[src/rtl/vga_pkg.sv]
// Shared types and constants for the VGA mixer: mix-mode encoding, 640x480
// default timing and the colour-bar table used by the test-pattern mode.
package vga_pkg;

    typedef enum logic [1:0] {
        MODE_SEL   = 2'b00,
        MODE_OVL   = 2'b01,
        MODE_SOLID = 2'b10,
        MODE_PAT   = 2'b11
    } mode_e;

    localparam int DEF_H_ACTIVE = 640;
    localparam int DEF_H_FP     = 16;
    localparam int DEF_H_SYNC   = 96;
    localparam int DEF_H_BP     = 48;
    localparam int DEF_V_ACTIVE = 480;
    localparam int DEF_V_FP     = 10;
    localparam int DEF_V_SYNC   = 2;
    localparam int DEF_V_BP     = 33;

    // {r,g,b} on/off flags, index 0 = leftmost bar
    localparam logic [7:0][2:0] BAR_RGB = {
        3'b000, 3'b001, 3'b100, 3'b101, 3'b010, 3'b011, 3'b110, 3'b111
    };

endpackage

[src/rtl/vga_timing_gen.sv]
// Scan counters for the VGA mixer: h/v position, display enable, raw syncs,
// start-of-frame pulse and completed-frame counter.
module vga_timing_gen
    import vga_pkg::*;
#(
    parameter int H_ACTIVE = DEF_H_ACTIVE,
    parameter int H_FP     = DEF_H_FP,
    parameter int H_SYNC   = DEF_H_SYNC,
    parameter int H_BP     = DEF_H_BP,
    parameter int V_ACTIVE = DEF_V_ACTIVE,
    parameter int V_FP     = DEF_V_FP,
    parameter int V_SYNC   = DEF_V_SYNC,
    parameter int V_BP     = DEF_V_BP,
    parameter int HW       = $clog2(H_ACTIVE + H_FP + H_SYNC + H_BP + 1),
    parameter int VW       = $clog2(V_ACTIVE + V_FP + V_SYNC + V_BP + 1)
) (
    input  logic          clk_i,
    input  logic          rst_i,
    output logic [HW-1:0] h_cnt_o,
    output logic [VW-1:0] v_cnt_o,
    output logic          disp_ena_o,
    output logic          hs_o,
    output logic          vs_o,
    output logic          sof_o,
    output logic [15:0]   frame_cnt_o
);

    localparam int H_TOT = H_ACTIVE + H_FP + H_SYNC + H_BP;
    localparam int V_TOT = V_ACTIVE + V_FP + V_SYNC + V_BP;
    localparam logic [HW-1:0] H_LAST = HW'(H_TOT - 1);
    localparam logic [VW-1:0] V_LAST = VW'(V_TOT - 1);

    logic [HW-1:0] h_cnt_q, h_cnt_d;
    logic [VW-1:0] v_cnt_q, v_cnt_d;
    logic [15:0]   frame_q, frame_d;
    logic          h_wrap, v_wrap;

    assign h_wrap = (h_cnt_q == H_LAST);
    assign v_wrap = (v_cnt_q == V_LAST);

    always_comb begin
        h_cnt_d = h_wrap ? '0 : h_cnt_q + 1'b1;
        v_cnt_d = v_cnt_q;
        frame_d = frame_q;
        if (h_wrap) v_cnt_d = v_wrap ? '0 : v_cnt_q + 1'b1;
        if (h_wrap && v_wrap) frame_d = frame_q + 16'd1;
    end

    always_ff @(posedge clk_i) begin
        if (rst_i) begin
            h_cnt_q <= '0;
            v_cnt_q <= '0;
            frame_q <= '0;
        end else begin
            h_cnt_q <= h_cnt_d;
            v_cnt_q <= v_cnt_d;
            frame_q <= frame_d;
        end
    end

    assign h_cnt_o     = h_cnt_q;
    assign v_cnt_o     = v_cnt_q;
    assign frame_cnt_o = frame_q;
    assign disp_ena_o  = (h_cnt_q < HW'(H_ACTIVE)) && (v_cnt_q < VW'(V_ACTIVE));
    assign hs_o = !((h_cnt_q >= HW'(H_ACTIVE + H_FP)) && (h_cnt_q < HW'(H_ACTIVE + H_FP + H_SYNC)));
    assign vs_o = !((v_cnt_q >= VW'(V_ACTIVE + V_FP)) && (v_cnt_q < VW'(V_ACTIVE + V_FP + V_SYNC)));
    assign sof_o = !rst_i && (h_cnt_q == '0) && (v_cnt_q == '0);

endmodule

[src/rtl/vga_mixer_ctrl.sv]
// VGA output controller: realigns sync/blank to the source latency and mixes
// N sources per a frame-latched mode. Optional fade-in: VGA_MIXER_FADE_EN.
module vga_mixer_ctrl
    import vga_pkg::*;
#(
    parameter int H_ACTIVE = DEF_H_ACTIVE,
    parameter int H_FP     = DEF_H_FP,
    parameter int H_SYNC   = DEF_H_SYNC,
    parameter int H_BP     = DEF_H_BP,
    parameter int V_ACTIVE = DEF_V_ACTIVE,
    parameter int V_FP     = DEF_V_FP,
    parameter int V_SYNC   = DEF_V_SYNC,
    parameter int V_BP     = DEF_V_BP,
    parameter int NUM_SRC  = 3,
    parameter int COLOR_W  = 4,
    parameter int SRC_LAT  = 2
) (
    input  logic                           clk_25,
    input  logic                           reset,
    input  logic [NUM_SRC*3*COLOR_W-1:0]   src_rgb,
    input  logic [NUM_SRC-1:0]             src_valid,
    input  logic [1:0]                     cfg_mode,
    input  logic [2:0]                     cfg_sel,
    input  logic [3*COLOR_W-1:0]           cfg_bg,
    output logic [31:0]                    pxl_x,
    output logic [31:0]                    pxl_y,
    output logic                           start_of_frame,
    output logic [15:0]                    frame_cnt,
    output logic [COLOR_W-1:0]             red,
    output logic [COLOR_W-1:0]             green,
    output logic [COLOR_W-1:0]             blue,
    output logic                           h_sync,
    output logic                           v_sync
);

    localparam int HW    = $clog2(H_ACTIVE + H_FP + H_SYNC + H_BP + 1);
    localparam int VW    = $clog2(V_ACTIVE + V_FP + V_SYNC + V_BP + 1);
    localparam int CW3   = 3 * COLOR_W;
    localparam int BAR_W = H_ACTIVE / 8;

    typedef struct packed {
        logic          disp;
        logic          hs;
        logic          vs;
        logic [HW-1:0] x;
        mode_e         mode;
        logic [2:0]    sel;
        logic [CW3-1:0] bg;
    } stage_t;

    function automatic stage_t blank_stage();
        stage_t s;
        s    = '0;
        s.hs = 1'b1;
        s.vs = 1'b1;
        return s;
    endfunction

    logic [HW-1:0] h_cnt;
    logic [VW-1:0] v_cnt;
    logic          disp_ena, hs_iss, vs_iss;

    vga_timing_gen #(
        .H_ACTIVE(H_ACTIVE), .H_FP(H_FP), .H_SYNC(H_SYNC), .H_BP(H_BP),
        .V_ACTIVE(V_ACTIVE), .V_FP(V_FP), .V_SYNC(V_SYNC), .V_BP(V_BP),
        .HW(HW), .VW(VW)
    ) u_timing (
        .clk_i      (clk_25),
        .rst_i      (reset),
        .h_cnt_o    (h_cnt),
        .v_cnt_o    (v_cnt),
        .disp_ena_o (disp_ena),
        .hs_o       (hs_iss),
        .vs_o       (vs_iss),
        .sof_o      (start_of_frame),
        .frame_cnt_o(frame_cnt)
    );

    assign pxl_x = 32'(h_cnt);
    assign pxl_y = 32'(v_cnt);

    // Shadow config; the _d value is what the pixel issued this cycle uses,
    // so the new frame's config already applies to pixel (0,0).
    mode_e          mode_q, mode_d;
    logic [2:0]     sel_q, sel_d;
    logic [CW3-1:0] bg_q, bg_d;

    always_comb begin
        mode_d = mode_q;
        sel_d  = sel_q;
        bg_d   = bg_q;
        if (start_of_frame) begin
            mode_d = mode_e'(cfg_mode);
            sel_d  = cfg_sel;
            bg_d   = cfg_bg;
        end
    end

    always_ff @(posedge clk_25) begin
        if (reset) begin
            mode_q <= MODE_SEL;
            sel_q  <= '0;
            bg_q   <= '0;
        end else begin
            mode_q <= mode_d;
            sel_q  <= sel_d;
            bg_q   <= bg_d;
        end
    end

    stage_t iss, dly;
    assign iss = '{disp: disp_ena, hs: hs_iss, vs: vs_iss, x: h_cnt,
                   mode: mode_d, sel: sel_d, bg: bg_d};

    generate
        if (SRC_LAT == 0) begin : g_bypass
            assign dly = iss;
        end else begin : g_pipe
            stage_t pipe_q [SRC_LAT];
            always_ff @(posedge clk_25) begin
                if (reset) begin
                    for (int i = 0; i < SRC_LAT; i++) pipe_q[i] <= blank_stage();
                end else begin
                    pipe_q[0] <= iss;
                    for (int i = 1; i < SRC_LAT; i++) pipe_q[i] <= pipe_q[i-1];
                end
            end
            assign dly = pipe_q[SRC_LAT-1];
        end
    endgenerate

    logic [HW-1:0]  bar_x;
    logic [2:0]     bar_idx, flags;
    logic [CW3-1:0] mix;

    assign bar_x = dly.x / HW'(BAR_W);

    always_comb begin
        bar_idx = (bar_x > HW'(7)) ? 3'd7 : bar_x[2:0];
        flags   = BAR_RGB[bar_idx];
        mix     = dly.bg;
        case (dly.mode)
            MODE_SEL: begin
                for (int i = 0; i < NUM_SRC; i++)
                    if (dly.sel == 3'(i)) mix = src_rgb[i*CW3 +: CW3];
            end
            MODE_OVL: begin
                // walk downward so the lowest opaque index wins
                for (int i = NUM_SRC - 1; i >= 0; i--)
                    if (src_valid[i]) mix = src_rgb[i*CW3 +: CW3];
            end
            MODE_PAT: mix = {{COLOR_W{flags[2]}}, {COLOR_W{flags[1]}}, {COLOR_W{flags[0]}}};
            default:  mix = dly.bg;
        endcase
        if (!dly.disp) mix = '0;
    end

    logic [CW3-1:0] rgb_q, rgb_d;
    logic           hs_q, vs_q;

`ifdef VGA_MIXER_FADE_EN
    localparam int PW = 2 * COLOR_W + 1;

    logic [COLOR_W-1:0] lvl_q, lvl_d;

    function automatic logic [COLOR_W-1:0] fade(input logic [COLOR_W-1:0] c,
                                                input logic [COLOR_W-1:0] l);
        logic [PW-1:0] p;
        p = PW'(c) * (PW'(l) + PW'(1));
        return p[COLOR_W +: COLOR_W];
    endfunction

    always_comb begin
        lvl_d = lvl_q;
        if (start_of_frame) begin
            if (mode_d != mode_q || sel_d != sel_q) lvl_d = '0;
            else if (lvl_q != '1)                   lvl_d = lvl_q + 1'b1;
        end
    end

    always_ff @(posedge clk_25) begin
        if (reset) lvl_q <= '1;
        else       lvl_q <= lvl_d;
    end

    assign rgb_d = {fade(mix[2*COLOR_W +: COLOR_W], lvl_q),
                    fade(mix[COLOR_W +: COLOR_W], lvl_q),
                    fade(mix[0 +: COLOR_W], lvl_q)};
`else
    assign rgb_d = mix;
`endif

    always_ff @(posedge clk_25) begin
        if (reset) begin
            rgb_q <= '0;
            hs_q  <= 1'b1;
            vs_q  <= 1'b1;
        end else begin
            rgb_q <= rgb_d;
            hs_q  <= dly.hs;
            vs_q  <= dly.vs;
        end
    end

    assign red    = rgb_q[2*COLOR_W +: COLOR_W];
    assign green  = rgb_q[COLOR_W +: COLOR_W];
    assign blue   = rgb_q[0 +: COLOR_W];
    assign h_sync = hs_q;
    assign v_sync = vs_q;

endmodule

[config.mk]
export PLATFORM = sky130hd
export DESIGN_NAME = vga_mixer_ctrl
export DESIGN_NICKNAME = d
export VERILOG_FILES = /design/src/rtl/vga_pkg.sv /design/src/rtl/vga_timing_gen.sv /design/src/rtl/vga_mixer_ctrl.sv
export SDC_FILE = /design/constraint.sdc
export NUM_CORES = 1
export LEC_CHECK = 0
export CAP_MARGIN = 20
export CORE_ASPECT_RATIO = 1.4
export CORE_UTILIZATION = 52
export DETAILED_ROUTE_END_ITERATION = 10
export PLACE_DENSITY = 0.87
export SLEW_MARGIN = 5
export SYNTH_ARGS = -nofsm -noshare
export SYNTH_HDL_FRONTEND = slang
export SYNTH_SLANG_ARGS = --single-unit
[constraint.sdc]
create_clock -name clk_25 -period 6.87 [get_ports clk_25]
set_input_delay 2.061 -clock clk_25 [delete_from_list [all_inputs] [get_ports clk_25]]
set_output_delay 2.061 -clock clk_25 [all_outputs]
set_load 0.01 [all_outputs]
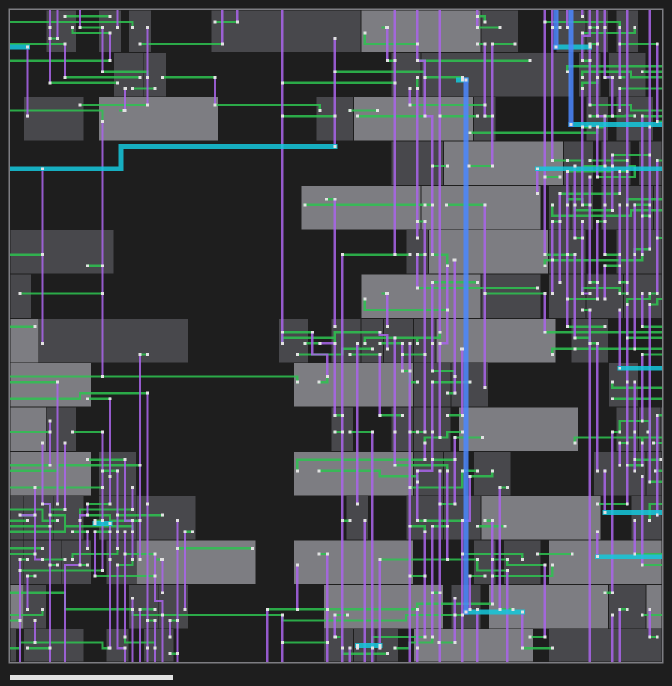
Fig. 1. A small window of the routed layout.
Bar = 10 um. Window x 24 to 64, y 17 to 57 um. Cells in gray, sequential cells in the stronger gray; small squares are vias.
color	layer
cyan	M3
green	M1
blue	M4
purple	M2
sequential cells in the window	21
netlist names of flops here include	`g_pipe.pipe_q` (11), `bg_q` (4), `u_timing.frame_cnt_o` (3)
cells with their middle in the window	100
most frequent	dfxtp_1 (21), nand2_1 (19), a21oi_1 (14)

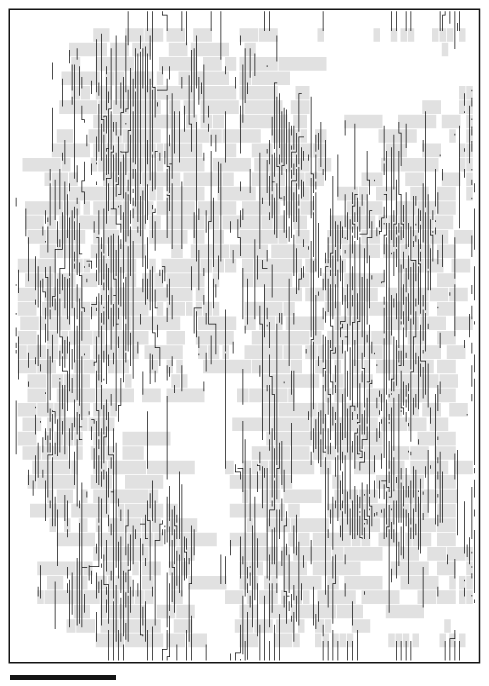
Fig. 2. Signal wires on met2.
Bar = 20 um. Cells faint in the background.
longest straight run	34.3 um
main direction	vertical
wire length on this layer	6,410 um
nets with wire on the layer	692
drt total wl: 12,690 um
GR Layer Usage met2: 42.16%
vias: 4,779

==> qor.txt <==
Clk network pwr share = 39.1%
Worst VDD drop = 147.8 uV
first-pass iteration count of the detailed router = 5
Total Power = 0.001350 W
R2R cell count = 6
Max Clock Skew = 7.108 ps
Hold EP = h_sync$_SDFF_PP1_
status = completed
Slew @ Worst Pin = 1031 ps
fin crit share = 77.67%
Nets = 778
post_cts resized = 0
Largest register FFs = 46
worst slew margin relative to its limit = 30.87%
Netlist cell types = 53
Comb power frac = 11.3%
R2R Setup Slk = 3940 ps
Chip Area = 0.01089 mm2
DRC viols = 0
WHS = 412.0 ps
worst hold stages = 1
Ys Warns = 0
placed inst area = 0.006377 mm2
WP data required = 4810 ps
Worst Path Max Fanout = 3
floorplan utilization = 54.10%
static leakage = 2.407 nW
most used flip-flop cell = dfxtp_1
YS chip area = 0.005443 mm2
Latency at later pin = 350 ps
crit path time final = 5336 ps
DR WL/cell = 14.86 um
slowest CP cell = clkdlybuf4s50_1
H-Tree Depth = 3
largest net degree at the start of global routing = 91
switching share of total power = 23.94%
flops out of synthesis = 110
TritonCTS clock tree = yes
HP Class = flip-flop to flip-flop
Port Buffers = 108
Switch Pwr = 0.0003231 W
fmax = 187.4 MHz
Mean Syn Cell Area = 8.571 um2
first-pass GRT wire length = 19,900 um
max-slew violations = 0
## through the flow
stage | instances | worst slack, ps
after floorplan | 678 | 1995
after global placement | 838 | 1583
after detailed placement | 838 | 1535
after CTS | 853 | 1530
after global routing | 854 | 1394
final | 854 | 1534
## logic make-up after synthesis
group,synth area share (%)
compound gates,13.93
mux,6.920
buf+inv,9.977
simple gates,23.31
fa+ha+maj,1.149
other cells,0.06890
flops,40.46
xor+xnor,4.184
## worst max path at each step
stage           from        endpoint  cells past startpoint  slack, ps
2_1_floorplan  reset  start_of_frame                      4       2000
3_3_place_gp   reset  start_of_frame                      5       1580
3_5_place_dp   reset  start_of_frame                      5       1540
4_1_cts        reset  start_of_frame                      5       1530
5_1_grt        reset  start_of_frame                      5       1390
6_report       reset  start_of_frame                      5       1530
## worst reg2reg max path: cells and delay by family (launching register included)
| family | cells | cell delay [ps] |
|---|---|---|
| compound gates | 1 | 140 |
| fa+ha+maj | 1 | 260 |
| flops | 1 | 430 |
| simple gates | 4 | 2020 |
## final cells by class
type / count / area [um2]
well taps: 135 / 168.9
clock inverters: 5 / 66.31
multi-input cells: 470 / 2870
fillers: 833 / 3371
repair buffers: 110 / 1091
inverters: 14 / 52.55
flip-flops and latches: 110 / 2202
clock buffers: 10 / 239.0
## layout by cell type (no fill, tap or decap), types with 9 or more instances in the layout
| master | instances |
|---|---|
| xnor2_1 | 19 |
| a21oi_1 | 31 |
| nand4_1 | 12 |
| mux2i_1 | 23 |
| clkbuf_16 | 9 |
| nand2_1 | 68 |
| o221a_2 | 9 |
| o22a_1 | 9 |
| mux2_2 | 13 |
| o221ai_1 | 10 |
| nand3_1 | 15 |
| conb_1 | 44 |
| dfxtp_1 | 110 |
| nor2_1 | 38 |
| clkdlybuf4s50_1 | 107 |
| nor3_1 | 20 |
| nor2b_1 | 42 |
| o21ai_0 | 34 |
| inv_1 | 14 |
## power by group through the flow
stage	clock (W)	combinational [W]	sequential [W]
floorplan	0	0.000111	0.000677
global placement	0	0.000147	0.000682
detailed placement	0	0.000151	0.000683
CTS	0.000539	0.000152	0.000668
global route	0.000564	0.000167	0.000670
finish	0.000528	0.000153	0.000668
## cell usage after synthesis, types with 9 or more instances
cell type | n | share of area (%)
xnor2_1 | 19 | 3.1
nor2_1 | 38 | 2.6
dfxtp_1 | 110 | 40
mux2i_1 | 23 | 4.2
buf_4 | 44 | 6.1
o21ai_0 | 34 | 3.1
nand2_1 | 68 | 4.7
nor3_1 | 21 | 1.9
o221ai_1 | 10 | 1.6
inv_1 | 14 | 0.97
nand4_1 | 12 | 1.4
o221a_2 | 9 | 1.9
a21oi_1 | 31 | 2.9
clkbuf_1 | 32 | 2.2
nand3_1 | 15 | 1.4
mux2_2 | 13 | 2.7
nor2b_1 | 42 | 4.8
o22a_1 | 9 | 1.4
## layer usage
layer  GRT usage [%]  share of wire [%]  vias to the layer above
met3           5.073                7.5                       28
li1                -                  -                     2275
met1           25.13                 39                     2255
met2           42.16                 51                      221
met4           12.30                2.7                        0
met5               0                  0                        -
Power figures rest on the tool's default switching activity, not on a simulated workload.
